metal_stack.png
Two of the layers only.
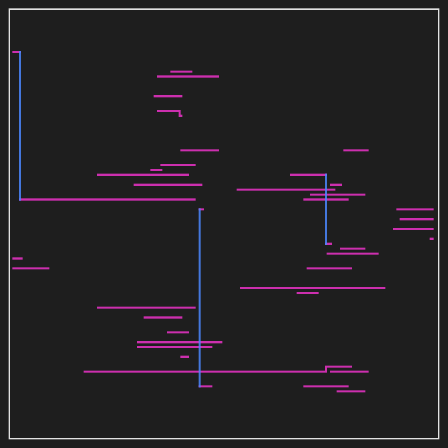
met2.png
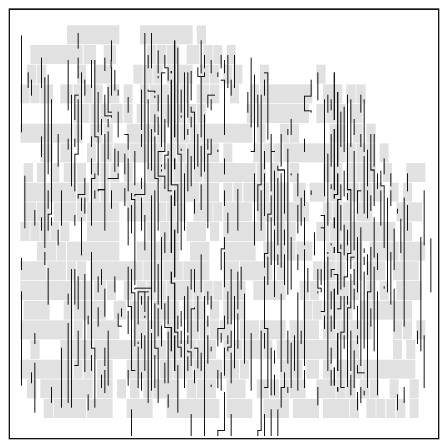
drive_strength.png
Bar = 20 µm.
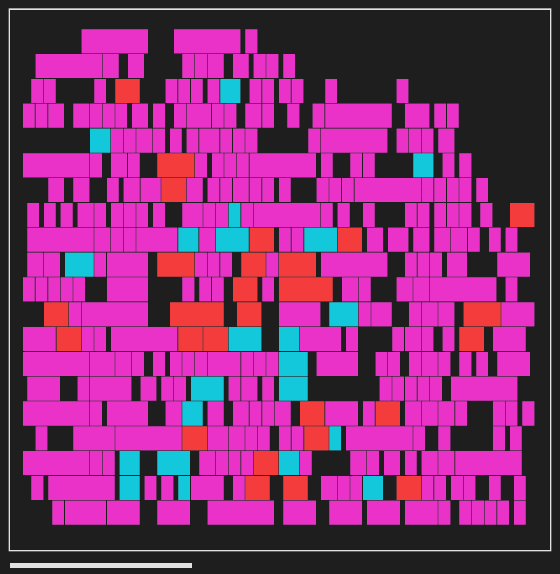
===== src/rtl/memctl_pkg.sv =====
// Shared definitions for the memory-controller strobe blocks.
package memctl_pkg;

  localparam int CNT_W_DEF = 8;
  localparam int GAP_W     = 8;

  typedef enum logic [1:0] {
    ST_IDLE    = 2'd0,
    ST_ACTIVE  = 2'd1,
    ST_HOLDOFF = 2'd2
  } estado_e;

endpackage


===== src/rtl/impulso_a_pulso_if.sv =====
// Request/strobe bundle between a command source and the pulse stretcher.
interface impulso_a_pulso_if #(
  parameter int CNT_W = memctl_pkg::CNT_W_DEF
) ();

  logic             impulso;
  logic [CNT_W-1:0] longitud;
  logic             retrigger_en;
  logic             pulso;
  logic             ocupado;
  logic             terminado;
  logic             perdido;

  modport master (
    output impulso, longitud, retrigger_en,
    input  pulso, ocupado, terminado, perdido
  );

  modport slave (
    input  impulso, longitud, retrigger_en,
    output pulso, ocupado, terminado, perdido
  );

endinterface


===== src/rtl/impulso_a_pulso_contador.sv =====
// Loadable down-counter that parks at zero; used for both pulse length and holdoff gap.
module contador_descendente
  import memctl_pkg::*;
#(
  parameter int W = CNT_W_DEF
) (
  input  logic         clock,
  input  logic         reset,
  input  logic         load_i,
  input  logic [W-1:0] load_val_i,
  input  logic         en_i,
  output logic [W-1:0] count_o,
  output logic         is_one_o
);

  logic [W-1:0] count_q;
  logic [W-1:0] count_d;

  // Load has priority; a decrement never wraps below zero.
  always_comb begin
    count_d = count_q;
    if (load_i) begin
      count_d = load_val_i;
    end else if (en_i && (count_q != '0)) begin
      count_d = count_q - W'(1);
    end else begin
      count_d = count_q;
    end
  end

  // Count register.
  always_ff @(posedge clock) begin
    if (reset) begin
      count_q <= '0;
    end else begin
      count_q <= count_d;
    end
  end

  assign count_o  = count_q;
  assign is_one_o = (count_q == W'(1));

endmodule


===== src/rtl/impulso_a_pulso.sv =====
// One-shot pulse stretcher: impulse -> pulse of programmable length, then a fixed low gap.
module impulso_a_pulso
  import memctl_pkg::*;
#(
  parameter int CNT_W = CNT_W_DEF,
  parameter int GAP   = 2
) (
  input  logic             clock,
  input  logic             reset,
  impulso_a_pulso_if.slave bus
);

  localparam logic [GAP_W-1:0] GAP_V = GAP_W'(GAP);

  estado_e          state_q;
  estado_e          state_d;
  logic             pend_q;
  logic             pend_d;
  logic             pulso_q;
  logic             pulso_d;
  logic             ocupado_q;
  logic             ocupado_d;
  logic             terminado_q;
  logic             terminado_d;
  logic             perdido_q;
  logic             perdido_d;

  logic             cnt_load_s;
  logic             cnt_en_s;
  logic [CNT_W-1:0] cnt_s;
  logic             cnt_is_one_s;
  logic             gap_load_s;
  logic             gap_en_s;
  logic [GAP_W-1:0] gap_s;
  logic             gap_is_one_s;

  logic             imp_s;
  logic             ret_s;
  logic [CNT_W-1:0] len_s;
  logic             len_nz_s;

  assign imp_s    = bus.impulso;
  assign ret_s    = bus.retrigger_en;
  assign len_s    = bus.longitud;
  assign len_nz_s = (len_s != '0);

  contador_descendente #(.W(CNT_W)) u_cnt (
    .clock      (clock),
    .reset      (reset),
    .load_i     (cnt_load_s),
    .load_val_i (len_s),
    .en_i       (cnt_en_s),
    .count_o    (cnt_s),
    .is_one_o   (cnt_is_one_s)
  );

  contador_descendente #(.W(GAP_W)) u_gap (
    .clock      (clock),
    .reset      (reset),
    .load_i     (gap_load_s),
    .load_val_i (GAP_V),
    .en_i       (gap_en_s),
    .count_o    (gap_s),
    .is_one_o   (gap_is_one_s)
  );

  // Next state, counter controls, one-deep queue and event flags.
  always_comb begin
    state_d     = state_q;
    pend_d      = pend_q;
    cnt_load_s  = 1'b0;
    cnt_en_s    = 1'b0;
    gap_load_s  = 1'b0;
    gap_en_s    = 1'b0;
    terminado_d = 1'b0;
    perdido_d   = 1'b0;
    case (state_q)
      ST_IDLE: begin
        if (imp_s) begin
          if (len_nz_s) begin
            cnt_load_s = 1'b1;
            state_d    = ST_ACTIVE;
          end else begin
            perdido_d = 1'b1;
          end
        end else begin
          state_d = ST_IDLE;
        end
      end
      ST_ACTIVE: begin
        cnt_en_s = (cnt_s != '0);
        if (imp_s && ret_s && len_nz_s) begin
          // Retrigger reload wins over the end-of-pulse transition.
          cnt_load_s = 1'b1;
        end else begin
          if (imp_s && ret_s) begin
            perdido_d = 1'b1;
          end else if (imp_s) begin
            if (pend_q) begin
              perdido_d = 1'b1;
            end else begin
              pend_d = 1'b1;
            end
          end else begin
            pend_d = pend_q;
          end
          if (cnt_is_one_s) begin
            state_d     = ST_HOLDOFF;
            gap_load_s  = 1'b1;
            terminado_d = 1'b1;
          end else begin
            state_d = ST_ACTIVE;
          end
        end
      end
      ST_HOLDOFF: begin
        gap_en_s = (gap_s != '0);
        if (gap_is_one_s) begin
          // An impulse arriving now merges with the queued request.
          if (pend_q || imp_s) begin
            pend_d = 1'b0;
            if (len_nz_s) begin
              cnt_load_s = 1'b1;
              state_d    = ST_ACTIVE;
            end else begin
              perdido_d = 1'b1;
              state_d   = ST_IDLE;
            end
          end else begin
            state_d = ST_IDLE;
          end
        end else if (imp_s) begin
          if (pend_q) begin
            perdido_d = 1'b1;
          end else begin
            pend_d = 1'b1;
          end
        end else begin
          state_d = ST_HOLDOFF;
        end
      end
      default: begin
        state_d = ST_IDLE;
        pend_d  = 1'b0;
      end
    endcase
    pulso_d   = (state_d == ST_ACTIVE);
    ocupado_d = (state_d != ST_IDLE);
  end

  // State, queue and registered outputs.
  always_ff @(posedge clock) begin
    if (reset) begin
      state_q     <= ST_IDLE;
      pend_q      <= 1'b0;
      pulso_q     <= 1'b0;
      ocupado_q   <= 1'b0;
      terminado_q <= 1'b0;
      perdido_q   <= 1'b0;
    end else begin
      state_q     <= state_d;
      pend_q      <= pend_d;
      pulso_q     <= pulso_d;
      ocupado_q   <= ocupado_d;
      terminado_q <= terminado_d;
      perdido_q   <= perdido_d;
    end
  end

  assign bus.pulso     = pulso_q;
  assign bus.ocupado   = ocupado_q;
  assign bus.terminado = terminado_q;
  assign bus.perdido   = perdido_q;

endmodule


===== src/flat_wrapper.sv =====
// flat-port wrapper written by rule: the top's interface ports become plain ports
module impulso_a_pulso_flat import memctl_pkg::*;
#(
  parameter int CNT_W = CNT_W_DEF,
  parameter int GAP   = 2
)
  (clock, reset, bus_impulso, bus_longitud, bus_retrigger_en, bus_pulso, bus_ocupado, bus_terminado, bus_perdido);
  impulso_a_pulso_if #(.CNT_W(CNT_W)) bus_i ();
  input  logic clock;
  input  logic reset;
  input wire logic [$bits(bus_i.impulso)-1:0] bus_impulso;
  input wire logic [$bits(bus_i.longitud)-1:0] bus_longitud;
  input wire logic [$bits(bus_i.retrigger_en)-1:0] bus_retrigger_en;
  output wire logic [$bits(bus_i.pulso)-1:0] bus_pulso;
  output wire logic [$bits(bus_i.ocupado)-1:0] bus_ocupado;
  output wire logic [$bits(bus_i.terminado)-1:0] bus_terminado;
  output wire logic [$bits(bus_i.perdido)-1:0] bus_perdido;
  assign bus_i.impulso = bus_impulso;
  assign bus_i.longitud = bus_longitud;
  assign bus_i.retrigger_en = bus_retrigger_en;
  assign bus_pulso = bus_i.pulso;
  assign bus_ocupado = bus_i.ocupado;
  assign bus_terminado = bus_i.terminado;
  assign bus_perdido = bus_i.perdido;
  impulso_a_pulso #(.CNT_W(CNT_W), .GAP(GAP)) u_core (.clock(clock), .reset(reset), .bus(bus_i));
endmodule

===== config.mk =====
export PLATFORM = sky130hd
export DESIGN_NAME = impulso_a_pulso_flat
export DESIGN_NICKNAME = d
export VERILOG_FILES = /design/src/rtl/memctl_pkg.sv /design/src/rtl/impulso_a_pulso_if.sv /design/src/rtl/impulso_a_pulso_contador.sv /design/src/rtl/impulso_a_pulso.sv /design/src/flat_wrapper.sv
export SDC_FILE = /design/constraint.sdc
export NUM_CORES = 1
export LEC_CHECK = 0
export ABC_AREA = 1
export CORE_UTILIZATION = 58
export DETAILED_ROUTE_END_ITERATION = 10
export PLACE_DENSITY = 0.86
export SKIP_CTS_REPAIR_TIMING = 1
export SLEW_MARGIN = 40
export SYNTH_ARGS = -nofsm -noshare
export SYNTH_HDL_FRONTEND = slang
export SYNTH_HIERARCHICAL = 1
export SYNTH_SLANG_ARGS = --single-unit

===== constraint.sdc =====
create_clock -name clock -period 2.25 [get_ports clock]
set_input_delay 0.5625 -clock clock [delete_from_list [all_inputs] [get_ports clock]]
set_output_delay 0.5625 -clock clock [all_outputs]
set_load 0.005 [all_outputs]

==> run notes <==
Implementation numbers.

- In this run, distinct cell masters in the synthesized netlist total 27.
- Per the log, the first TritonRoute iteration ended with a DRC count of about 180.
- Total power normalized to cell area comes to roughly 600 nW/µm².
- The leftover overflow at the end of global routing is 0.
- The worst min-delay path class reads flop to flop.
- The detailed router placed just under 2k vias in this run.
- The synthesized design devotes to its leading area cell type 24.3% of total area.
- The final report lists the setup-violating endpoint count as 0.
- The count of clock-net buffers in the final layout is 4.
- The flow ran to the end, and the final reports show no timing, DRC or antenna violations.
- The highest ir drop seen on vdd reads roughly 0.35 mV.
- The area added between synthesis and finish is 17.1%.
- The final instance area reads 2220 µm².
- The worst setup slack for register-to-register paths is roughly 0.27 ns.
- The analysis attributes to cell leakage a power of roughly 1.1 nW.
- The minimum hold slack reads about 0.54 ns.
- The number of well taps is roughly 44.
- The per-instance average area after synthesis reads 6.08 µm².
- The clock period minus final worst setup slack is between 2 and 2.5 ns.
- The total wire length is between 4000 and 5000 µm.
- The number of CTS-inserted buffers is 3.
- The prevailing post-synth register cell reads sky130_fd_sc_hd__dfxtp_1.
- The via-per-instance ratio reads 5.03.
- The startpoint identified for the worst register-to-register timing path is u_core/u_gap/count_o[3].
- The area of the core region reads approximately 3000 µm².
- The non-clock buffer share of cell area is around an eighth.
- As logged by OpenROAD, the buffers inserted on ports number 15.
- Multi-input gates account for ~55% of the area.
- The worst min-delay path startpoint reads u_core/u_gap/count_o[1].
- The data required time of the worst path reads about 2.5 ns.
- The wire length of the first global-routing pass is between 7000 and 8000 µm.
- The critical path arrival reads 2.30 ns.
- The last weighted congestion value of the routability-driven placer is 0.929.
- The number of logged tool warnings is 33.
- The fraction of standard cell area that is sequential is between 20% and 30%.
- The start point of the critical path reads bus_impulso.
- The number of global-route vias before repair is between 1.5k and 2k.
- Measured in cells, the most critical reg-to-reg path has a length of 12.
- TritonCTS built the clock tree.
- The total design power is 0.00133 W.
- The placement-stage cell area reads ~2200 µm².
- The number of antenna violations at the first check in global routing was 0.
- The number of primary I/O pins reads 16.
- The critical path in this run is classified as primary input to flop.
- The floorplan core density is between 60% and 70%.
- The clock tree buffer depth is 2.
- The sequential cell area is 460 µm².
About metal_stack.png:
- magenta: met3 (wire length 270 µm)
- blue: met4 (wire length 54.4 µm)

About met2.png:
- share of all routed wire: 49%
- wire length on this layer: 2120 µm
- main direction: vertical
- nets with wire on the layer: 277

About drive_strength.png:
- red: drive 3 to 4 (cells 27; share 7.7%)
- magenta: drive 1 or less (cells 300; share 86%)
- cyan: drive 2 (cells 22; share 6.3%)

-- logic make-up after synthesis --
kind of cell,synth area share [%]
AND-OR/OR-AND,9.96
adder cells (fa/ha/maj),6.60
buffers and inverters,12.3
flip-flops,24.3
other,0.396
AND/OR/NAND/NOR,46.4
-- metal layers --
layer / routed length [µm] / up-vias / GRT usage [%]
met3: 270 / 6 / 3.28
met2: 2120 / 70 / 48.0
met1: 1880 / 867 / 32.5
met5: 0 / - / 0
met4: 54 / 0 / 9.52
li1: - / 1035 / -
-- how the worst min path moves through the flow --
stage | to | slack [ns] | depth (start not counted)
floorplan | u_core/pend_q | 0.49 | 2
detailed placement | u_core/u_cnt/count_o[1] | 0.52 | 2
global placement | u_core/u_gap/count_o[1] | 0.51 | 2
finish | u_core/u_gap/count_o[1] | 0.54 | 2
global route | u_core/u_gap/count_o[1] | 0.56 | 2
CTS | u_core/u_gap/count_o[1] | 0.54 | 2
-- power breakdown --
part	total (W)	switching [W]	internal [W]
Clock	0.000204	0.000134	0.0000696
Sequential	0.000511	0.0000585	0.000453
Combinational	0.000611	0.000368	0.000243
Total	0.00133	0.000561	0.000765
-- stage by stage --
step	std cells	utilization [%]	TNS [ns]	worst slack (ns)
5_1_grt	393	72.2	0	0.0171
4_1_cts	393	72.2	0	0.251
3_3_place_gp	389	71.3	-0.0271	-0.0271
3_5_place_dp	389	71.3	-0.588	-0.0961
6_report	393	72.2	0	0.219
2_1_floorplan	318	-	0	0.283
-- sequential cells by signal (all words and copies together), names as in the netlist --
signal,count
u_core/bus.ocupado,1
u_core/state_q,2
u_core/u_cnt/count_o,8
u_core/bus.pulso,1
u_core/pend_q,1
u_core/u_gap/count_o,8
u_core/bus.perdido,1
u_core/bus.terminado,1
Power is estimated from default activity; no workload was simulated.
